## config.mk

```make
export PLATFORM = sky130hd
export DESIGN_NAME = bus_endpoint_flat
export DESIGN_NICKNAME = d
export VERILOG_FILES = /design/src/rtl/bus_endpoint_if.sv /design/src/rtl/bus_endpoint.sv /design/src/flat_wrapper.sv
export SDC_FILE = /design/constraint.sdc
export NUM_CORES = 1
export LEC_CHECK = 0
export CAP_MARGIN = 40
export CORE_AREA = 2 2 201 203
export CTS_BUF_LIST = sky130_fd_sc_hd__clkbuf_4
export CTS_CLUSTER_SIZE = 20
export DETAILED_ROUTE_END_ITERATION = 10
export DIE_AREA = 0 0 203 205
export SYNTH_ARGS = -nofsm -noshare
export SYNTH_HDL_FRONTEND = slang
export SYNTH_SLANG_ARGS = --single-unit
```

## constraint.sdc

```tcl
create_clock -name clk -period 11.3 [get_ports clk]
set_input_delay 2.825 -clock clk [delete_from_list [all_inputs] [get_ports clk]]
set_output_delay 2.825 -clock clk [all_outputs]
set_load 0.05 [all_outputs]
```

## src/rtl/bus_endpoint_if.sv

```systemverilog
// bus_endpoint_if: bundles every host-side and arbiter-side signal of one
// bus_endpoint device port.
//   slave  : the endpoint itself. It receives wr_en/wr_data, pop, push/D_push
//            and rd_en, and drives FIFO status, heads, counters and err.
//   master : the host and arbiter pair that drives the endpoint.
// Handshake semantics: every request input (wr_en, pop, push, rd_en) is a
// single-cycle strobe sampled on posedge clk. It is honoured only when the
// matching status allows it at that edge: wr_en needs !tx_full, pop needs
// pndng, rd_en needs rx_valid, and an accepted push needs room in the RX FIFO.
// A strobe that is not honoured is dropped, never retried or held.
interface bus_endpoint_if #(
  parameter int pckg_sz = 16,
  parameter int depth   = 8
);
  localparam int CW = $clog2(depth + 1);

  logic               wr_en;
  logic [pckg_sz-1:0] wr_data;
  logic               tx_full;
  logic               pndng;
  logic [pckg_sz-1:0] D_pop;
  logic               pop;
  logic               push;
  logic [pckg_sz-1:0] D_push;
  logic               rx_valid;
  logic [pckg_sz-1:0] rd_data;
  logic               rd_en;
  logic [CW-1:0]      tx_count;
  logic [CW-1:0]      rx_count;
  logic [7:0]         ovf_cnt;
  logic [7:0]         misroute_cnt;
  logic               err;

  modport slave (
    input  wr_en, wr_data, pop, push, D_push, rd_en,
    output tx_full, pndng, D_pop, rx_valid, rd_data,
           tx_count, rx_count, ovf_cnt, misroute_cnt, err
  );

  modport master (
    output wr_en, wr_data, pop, push, D_push, rd_en,
    input  tx_full, pndng, D_pop, rx_valid, rd_data,
           tx_count, rx_count, ovf_cnt, misroute_cnt, err
  );
endinterface

```

## src/rtl/bus_endpoint.sv

```systemverilog
// bus_endpoint: device-side endpoint of the arbiter FIFO protocol.
// The TX show-ahead FIFO is filled by the host (wr_en/wr_data) and drained by
// the arbiter (pndng/D_pop/pop). The RX show-ahead FIFO is filled by the
// arbiter (push/D_push) with packets whose destination byte matches id or
// broadcast, and it is drained by the host (rx_valid/rd_data/rd_en).
// Ports:
//   clk   : clock. All state changes on posedge.
//   reset : synchronous, active-high. It overrides every input in its cycle.
//   bus   : bus_endpoint_if.slave. It carries the FIFO handshakes, the
//           occupancies, the drop counters and the sticky err flag.
module bus_endpoint #(
  parameter int         pckg_sz   = 16,
  parameter int         depth     = 8,
  parameter logic [7:0] id        = 8'h00,
  parameter logic [7:0] broadcast = 8'hFF
) (
  input  logic              clk,
  input  logic              reset,
  bus_endpoint_if.slave     bus
);
  localparam int            CW   = $clog2(depth + 1);
  localparam int            AW   = $clog2(depth);
  localparam logic [CW-1:0] FULL = CW'(depth);

  logic [pckg_sz-1:0] tx_mem_q [depth];
  logic [pckg_sz-1:0] rx_mem_q [depth];

  logic [AW-1:0] tx_wr_ptr_q, tx_wr_ptr_d, tx_rd_ptr_q, tx_rd_ptr_d;
  logic [AW-1:0] rx_wr_ptr_q, rx_wr_ptr_d, rx_rd_ptr_q, rx_rd_ptr_d;
  logic [CW-1:0] tx_cnt_q, tx_cnt_d, rx_cnt_q, rx_cnt_d;
  logic [7:0]    ovf_cnt_q, ovf_cnt_d, mis_cnt_q, mis_cnt_d;
  logic          err_q, err_d;

  logic       tx_empty, tx_full, rx_empty, rx_full;
  logic       tx_wr, tx_rd, rx_wr, rx_rd;
  logic       rx_hit, rx_ovf, rx_mis;
  logic [7:0] dest;

  // All status is derived from the pre-edge counts. A pop or read in the same
  // cycle therefore never makes room for a write or push at a full FIFO.
  assign tx_empty = (tx_cnt_q == '0);
  assign tx_full  = (tx_cnt_q == FULL);
  assign rx_empty = (rx_cnt_q == '0);
  assign rx_full  = (rx_cnt_q == FULL);

  assign dest   = bus.D_push[pckg_sz-1 -: 8];
  assign rx_hit = bus.push && ((dest == id) || (dest == broadcast));
  assign rx_wr  = rx_hit && !rx_full;
  assign rx_ovf = rx_hit && rx_full;
  assign rx_mis = bus.push && !rx_hit;
  assign rx_rd  = bus.rd_en && !rx_empty;

  assign tx_wr = bus.wr_en && !tx_full;
  assign tx_rd = bus.pop && !tx_empty;

  always_comb begin
    tx_wr_ptr_d = tx_wr_ptr_q + AW'(tx_wr);
    tx_rd_ptr_d = tx_rd_ptr_q + AW'(tx_rd);
    rx_wr_ptr_d = rx_wr_ptr_q + AW'(rx_wr);
    rx_rd_ptr_d = rx_rd_ptr_q + AW'(rx_rd);
    tx_cnt_d    = tx_cnt_q + CW'(tx_wr) - CW'(tx_rd);
    rx_cnt_d    = rx_cnt_q + CW'(rx_wr) - CW'(rx_rd);
    ovf_cnt_d   = ovf_cnt_q;
    mis_cnt_d   = mis_cnt_q;
    if (rx_ovf && (ovf_cnt_q != 8'hFF)) ovf_cnt_d = ovf_cnt_q + 8'd1;
    if (rx_mis && (mis_cnt_q != 8'hFF)) mis_cnt_d = mis_cnt_q + 8'd1;
    err_d = err_q | (bus.wr_en & tx_full) | (bus.pop & tx_empty)
                  | (bus.rd_en & rx_empty);
  end

  always_ff @(posedge clk) begin
    if (reset) begin
      tx_wr_ptr_q <= '0;
      tx_rd_ptr_q <= '0;
      rx_wr_ptr_q <= '0;
      rx_rd_ptr_q <= '0;
      tx_cnt_q    <= '0;
      rx_cnt_q    <= '0;
      ovf_cnt_q   <= '0;
      mis_cnt_q   <= '0;
      err_q       <= 1'b0;
    end else begin
      tx_wr_ptr_q <= tx_wr_ptr_d;
      tx_rd_ptr_q <= tx_rd_ptr_d;
      rx_wr_ptr_q <= rx_wr_ptr_d;
      rx_rd_ptr_q <= rx_rd_ptr_d;
      tx_cnt_q    <= tx_cnt_d;
      rx_cnt_q    <= rx_cnt_d;
      ovf_cnt_q   <= ovf_cnt_d;
      mis_cnt_q   <= mis_cnt_d;
      err_q       <= err_d;
    end
  end

  // Storage is not reset. The heads are masked to 0 while the FIFO is empty,
  // so stale entries are never visible.
  always_ff @(posedge clk) begin
    if (!reset && tx_wr) tx_mem_q[tx_wr_ptr_q] <= bus.wr_data;
    if (!reset && rx_wr) rx_mem_q[rx_wr_ptr_q] <= bus.D_push;
  end

  assign bus.tx_full      = tx_full;
  assign bus.pndng        = !tx_empty;
  assign bus.D_pop        = tx_empty ? '0 : tx_mem_q[tx_rd_ptr_q];
  assign bus.rx_valid     = !rx_empty;
  assign bus.rd_data      = rx_empty ? '0 : rx_mem_q[rx_rd_ptr_q];
  assign bus.tx_count     = tx_cnt_q;
  assign bus.rx_count     = rx_cnt_q;
  assign bus.ovf_cnt      = ovf_cnt_q;
  assign bus.misroute_cnt = mis_cnt_q;
  assign bus.err          = err_q;
endmodule

```

## src/flat_wrapper.sv

```systemverilog
// flat-port wrapper written by rule: the top's interface ports become plain ports
module bus_endpoint_flat 
#(
  parameter int         pckg_sz   = 16,
  parameter int         depth     = 8,
  parameter logic [7:0] id        = 8'h00,
  parameter logic [7:0] broadcast = 8'hFF
)
  (clk, reset, bus_wr_en, bus_wr_data, bus_pop, bus_push, bus_D_push, bus_rd_en, bus_tx_full, bus_pndng, bus_D_pop, bus_rx_valid, bus_rd_data, bus_tx_count, bus_rx_count, bus_ovf_cnt, bus_misroute_cnt, bus_err);
  bus_endpoint_if #(.pckg_sz(pckg_sz), .depth(depth)) bus_i ();
  input  logic clk;
  input  logic reset;
  input wire logic [$bits(bus_i.wr_en)-1:0] bus_wr_en;
  input wire logic [$bits(bus_i.wr_data)-1:0] bus_wr_data;
  input wire logic [$bits(bus_i.pop)-1:0] bus_pop;
  input wire logic [$bits(bus_i.push)-1:0] bus_push;
  input wire logic [$bits(bus_i.D_push)-1:0] bus_D_push;
  input wire logic [$bits(bus_i.rd_en)-1:0] bus_rd_en;
  output wire logic [$bits(bus_i.tx_full)-1:0] bus_tx_full;
  output wire logic [$bits(bus_i.pndng)-1:0] bus_pndng;
  output wire logic [$bits(bus_i.D_pop)-1:0] bus_D_pop;
  output wire logic [$bits(bus_i.rx_valid)-1:0] bus_rx_valid;
  output wire logic [$bits(bus_i.rd_data)-1:0] bus_rd_data;
  output wire logic [$bits(bus_i.tx_count)-1:0] bus_tx_count;
  output wire logic [$bits(bus_i.rx_count)-1:0] bus_rx_count;
  output wire logic [$bits(bus_i.ovf_cnt)-1:0] bus_ovf_cnt;
  output wire logic [$bits(bus_i.misroute_cnt)-1:0] bus_misroute_cnt;
  output wire logic [$bits(bus_i.err)-1:0] bus_err;
  assign bus_i.wr_en = bus_wr_en;
  assign bus_i.wr_data = bus_wr_data;
  assign bus_i.pop = bus_pop;
  assign bus_i.push = bus_push;
  assign bus_i.D_push = bus_D_push;
  assign bus_i.rd_en = bus_rd_en;
  assign bus_tx_full = bus_i.tx_full;
  assign bus_pndng = bus_i.pndng;
  assign bus_D_pop = bus_i.D_pop;
  assign bus_rx_valid = bus_i.rx_valid;
  assign bus_rd_data = bus_i.rd_data;
  assign bus_tx_count = bus_i.tx_count;
  assign bus_rx_count = bus_i.rx_count;
  assign bus_ovf_cnt = bus_i.ovf_cnt;
  assign bus_misroute_cnt = bus_i.misroute_cnt;
  assign bus_err = bus_i.err;
  bus_endpoint #(.pckg_sz(pckg_sz), .depth(depth), .id(id), .broadcast(broadcast)) u_core (.clk(clk), .reset(reset), .bus(bus_i));
endmodule
```

==> images/floorplan.png <==
(2 px per um) Pins as bars on the die edge.
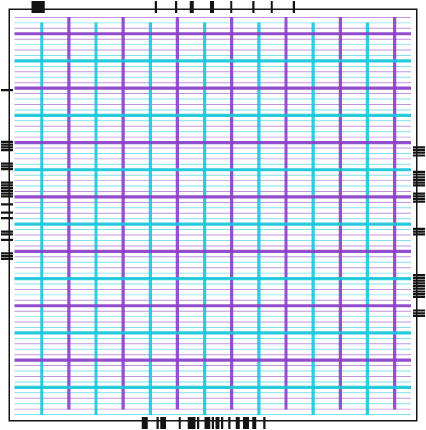
legend:
  purple:
    net: VDD
  cyan:
    net: VSS
met1 rails: 74
met4 straps: 14
met5 straps: 14

==> images/congestion_map.png <==
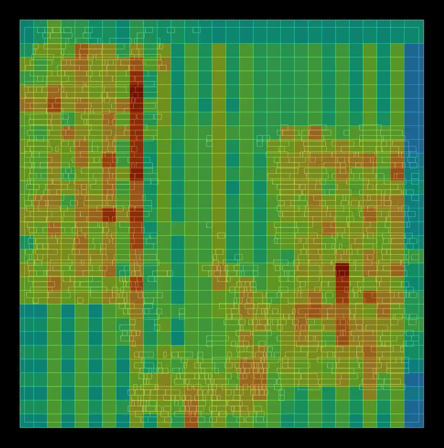
post-DR wirelength/cell: 17.3 um
GRT met3 Usage: 3.79%
GRT Total Usage: 12.0%

==> images/class_map.png <==
(2 px per um) Fill, decap, tap and diode cells in gray.
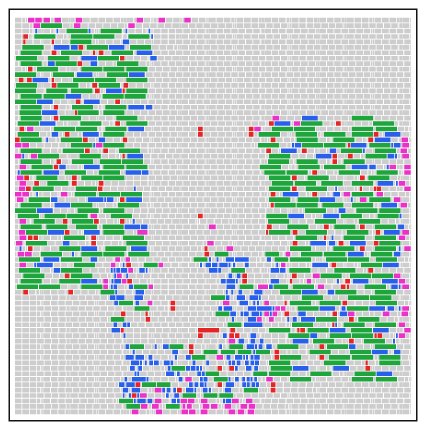
legend:
  red:
    class: clock drivers and dummy loads
    cells: 142
    share_of_their_area: 7.3%
  magenta:
    class: remaining buffers and delay cells
    cells: 121
    share_of_their_area: 8.4%
  blue:
    class: remaining logic cells
    cells: 315
    share_of_their_area: 23%
  green:
    class: sequential cells
    cells: 293
    share_of_their_area: 61%
sequential share of cell area: 58.2%
num rows: 73
Final Cell Area: 14500 um^2
fin util: 36.8%
Core Box Area: 39400 um^2

==> images/clock_wires.png <==
(3 px per um)
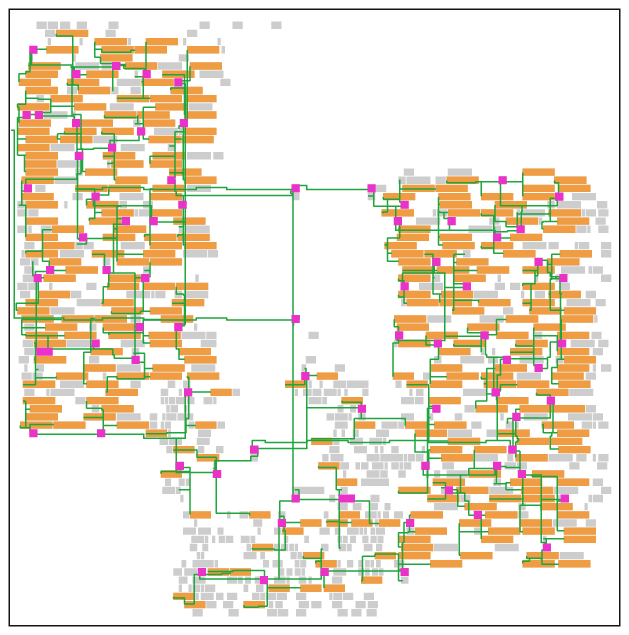
legend:
  magenta:
    item: clock-net drivers
    count: 79
  green:
    item: clock wires
    length: 4020 um
  orange:
    item: flip-flops
    count: 293
routed clock nets: 80

==> images/ff_map.png <==
(2 px per um)
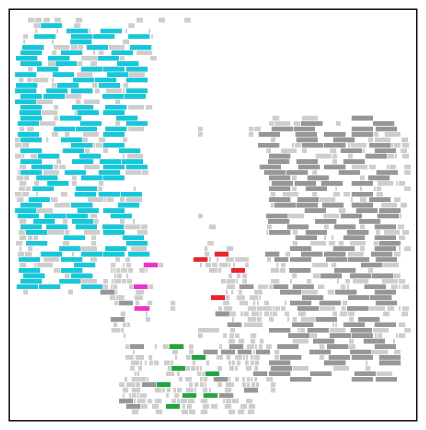
legend:
  green:
    name_in_the_netlist: `u_core.bus.misroute_cnt`
    sequential_cells: 8
    where: south
  cyan:
    name_in_the_netlist: `u_core.tx_mem_q`
    sequential_cells: 128
  magenta:
    name_in_the_netlist: `u_core.tx_rd_ptr_q`
    sequential_cells: 3
  red:
    name_in_the_netlist: `u_core.bus.rx_count`
    sequential_cells: 4
not colored: 150
Storage cell area: 8430 um^2
Seq. pwr: 0.00124 W

==> impl_metrics.toml <==
# yosys + openroad results
[run_status]
status = "finished, final reports clean"

[clock_network]
cts-resized-gates = 0
cts_root_buf = "clkbuf_4"
clock_sinks = 293
htreeDepth = 3
clock_path_buffers = 3
cts_made_buffers = 79
postCtsHoldBufs = 0
worst_skew_pair.late_latency_ps = 700
cts_setup_buffers = 0
path_clk_slew_ps = 70
cts_tree = "done"

[cells_and_area]
layout.nets = 872
instances_no_fill = 1397
lay_top_count = "edfxtp_1"
syn2layout_area_growth_pct = 23.4
biggestRegsByFlops = "u_core.rx_mem_q: 128 flops, u_core.tx_mem_q: 128 flops"
fillCellCount = 3706
final_layout_top_logic_cells = "edfxtp_1, clkbuf_4, clkdlybuf4s50_1"

[die]
die_h_um = 205
ios = 98
floorplan.core_util_pct = 29.8
chipArea_um2 = 41600

[sta]
min_period_ps = 6150
tightestPinTransition_ps = 792
maxSlewViolCount = 0
setup_viol = 0
rsz0062_at_grt = "no"
fin_skew_ps = 41.1
finalClockPeriodUsage_pct = 54.4
final-hold-violation-count = 0
relSlewSlack_pct = 46.8

[power]
p_leak_nw = 4.70
switching_share_pct = 34.4
p_clk_w = 0.000919
top_power_group = "registers"
p_seq_share_pct = 38.3
ir_drop_mv = 0.183
power.density_nw_per_um2 = 224
pwr-share-comb_pct = 33.4

[worst_setup_path]
endpoint_kind = "primary output"
r2r_cells = 11
critPathKind = "reg2out"
path_depth = 5
crit_family = "buffers and inverters"
worstPathCellList = "buf_4, mux4_2, mux2i_1, nor2_1, clkdlybuf4s50_1"
cp_data_required_time_ps = 8480
cp.arrival_ps = 3320
cp_slowest_stage_delay_ps = 700
start_kind = "flop"
worst_path_max_delay_cell = "clkdlybuf4s50_1"

[logic_synthesis]
top_cells_by_count = "edfxtp_1, mux4_2, nor2_1, dfxtp_1, mux2i_1"
syn_nets = 698
ff_type = "edfxtp_1"
top_cell = "edfxtp_1"
yosys-stat-cells = 636
synth.ff_latch_count = 293
yosys.cell_types.count = 51
top_cell_area_share_pct = 65.5
top_cells_by_area = "edfxtp_1, mux4_2, dfxtp_1"
enable_flop_cells = 256
syn-instance-count = 636
synth_seq_share_pct = 71.8
syn-cell-area_um2 = 11700
synth-async-reset-ratio_pct = 0
synth_warnings = 0
yosys_area_um2 = 11700
postSynthAreaPerCell_um2 = 18.5

[grt]
antenna_found_initial = 1
grt_use_met2_pct = 20.3
grt_max_degree = 44
met1_usage_pct = 14.3
busiest_layer = "met2"
overflow = 0
grt_pass1_wl_mm = 37.7
grt_pass1_vias = 6713

[routing]
wl_met1_mm = 10.1
drcViolationCount = 0
top_layer = "met4"
wl_met3_mm = 1.38
drt_wl_total_mm = 24.1
drt-initial-drc-count = 338
vias = 6318
postRouteAntennaNets = 0

[placed_design]
gp_congestion = 0.682
dpl.hpwl_mm = 14.2

[min_path]
hold_depth = 2
hold_class = "reg2reg"

[job]
drv_cap = 0
tool_warnings = 28
==> stage by stage <==
stage | setup slack, ps | util [%] | hold slack (ps) | instance area [um^2] | total power (W)
2_1_floorplan | 5580 | - | 536 | 11700 | 0.00202
3_3_place_gp | 5720 | 34.2 | 501 | 13400 | 0.00235
3_5_place_dp | 5670 | 34.2 | 515 | 13500 | 0.00237
4_1_cts | 4980 | 36.8 | 523 | 14500 | 0.00331
5_1_grt | 4850 | 36.8 | 554 | 14500 | 0.00343
6_report | 5150 | 36.8 | 525 | 14500 | 0.00325
==> cells by family (layout without fill, tap and decap cells) <==
logic type,after synthesis,in the layout,share of synthesized area [%]
AND-OR/OR-AND,33,33,1.95
XOR/XNOR,9,9,0.672
adder cells (fa/ha/maj),24,24,2.69
buffers and inverters,51,286,1.76
flip-flops,293,293,71.8
multiplexers,99,99,15.3
other,0,1,0
AND/OR/NAND/NOR,127,127,5.83
==> worst paths after layout <==
kind | start | to | slack, ps
setup / recovery | u_core.rx_rd_ptr_q[0]$_SDFF_PP0_ | bus_rd_data[1] | 5150
setup reg to reg | u_core.bus.tx_count[2]$_SDFF_PP0_ | u_core.bus.tx_count[2]$_SDFF_PP0_ | 8940
hold / removal | u_core.bus.ovf_cnt[5]$_SDFFE_PP0P_ | u_core.bus.ovf_cnt[5]$_SDFFE_PP0P_ | 520
hold reg to reg | u_core.bus.ovf_cnt[5]$_SDFFE_PP0P_ | u_core.bus.ovf_cnt[5]$_SDFFE_PP0P_ | 520
==> area by class of cell <==
class,count,area [um^2],share of cell area [%]
antenna,1,2.50,0.0173
clock buffer,115,863,5.96
clock inverter,27,143,0.985
inverter,23,86.3,0.596
multi-input combinational,292,3140,21.7
sequential,293,8430,58.2
tap,525,657,4.54
timing repair buffer,121,1160,8.02
Power is estimated from default activity; no workload was simulated.
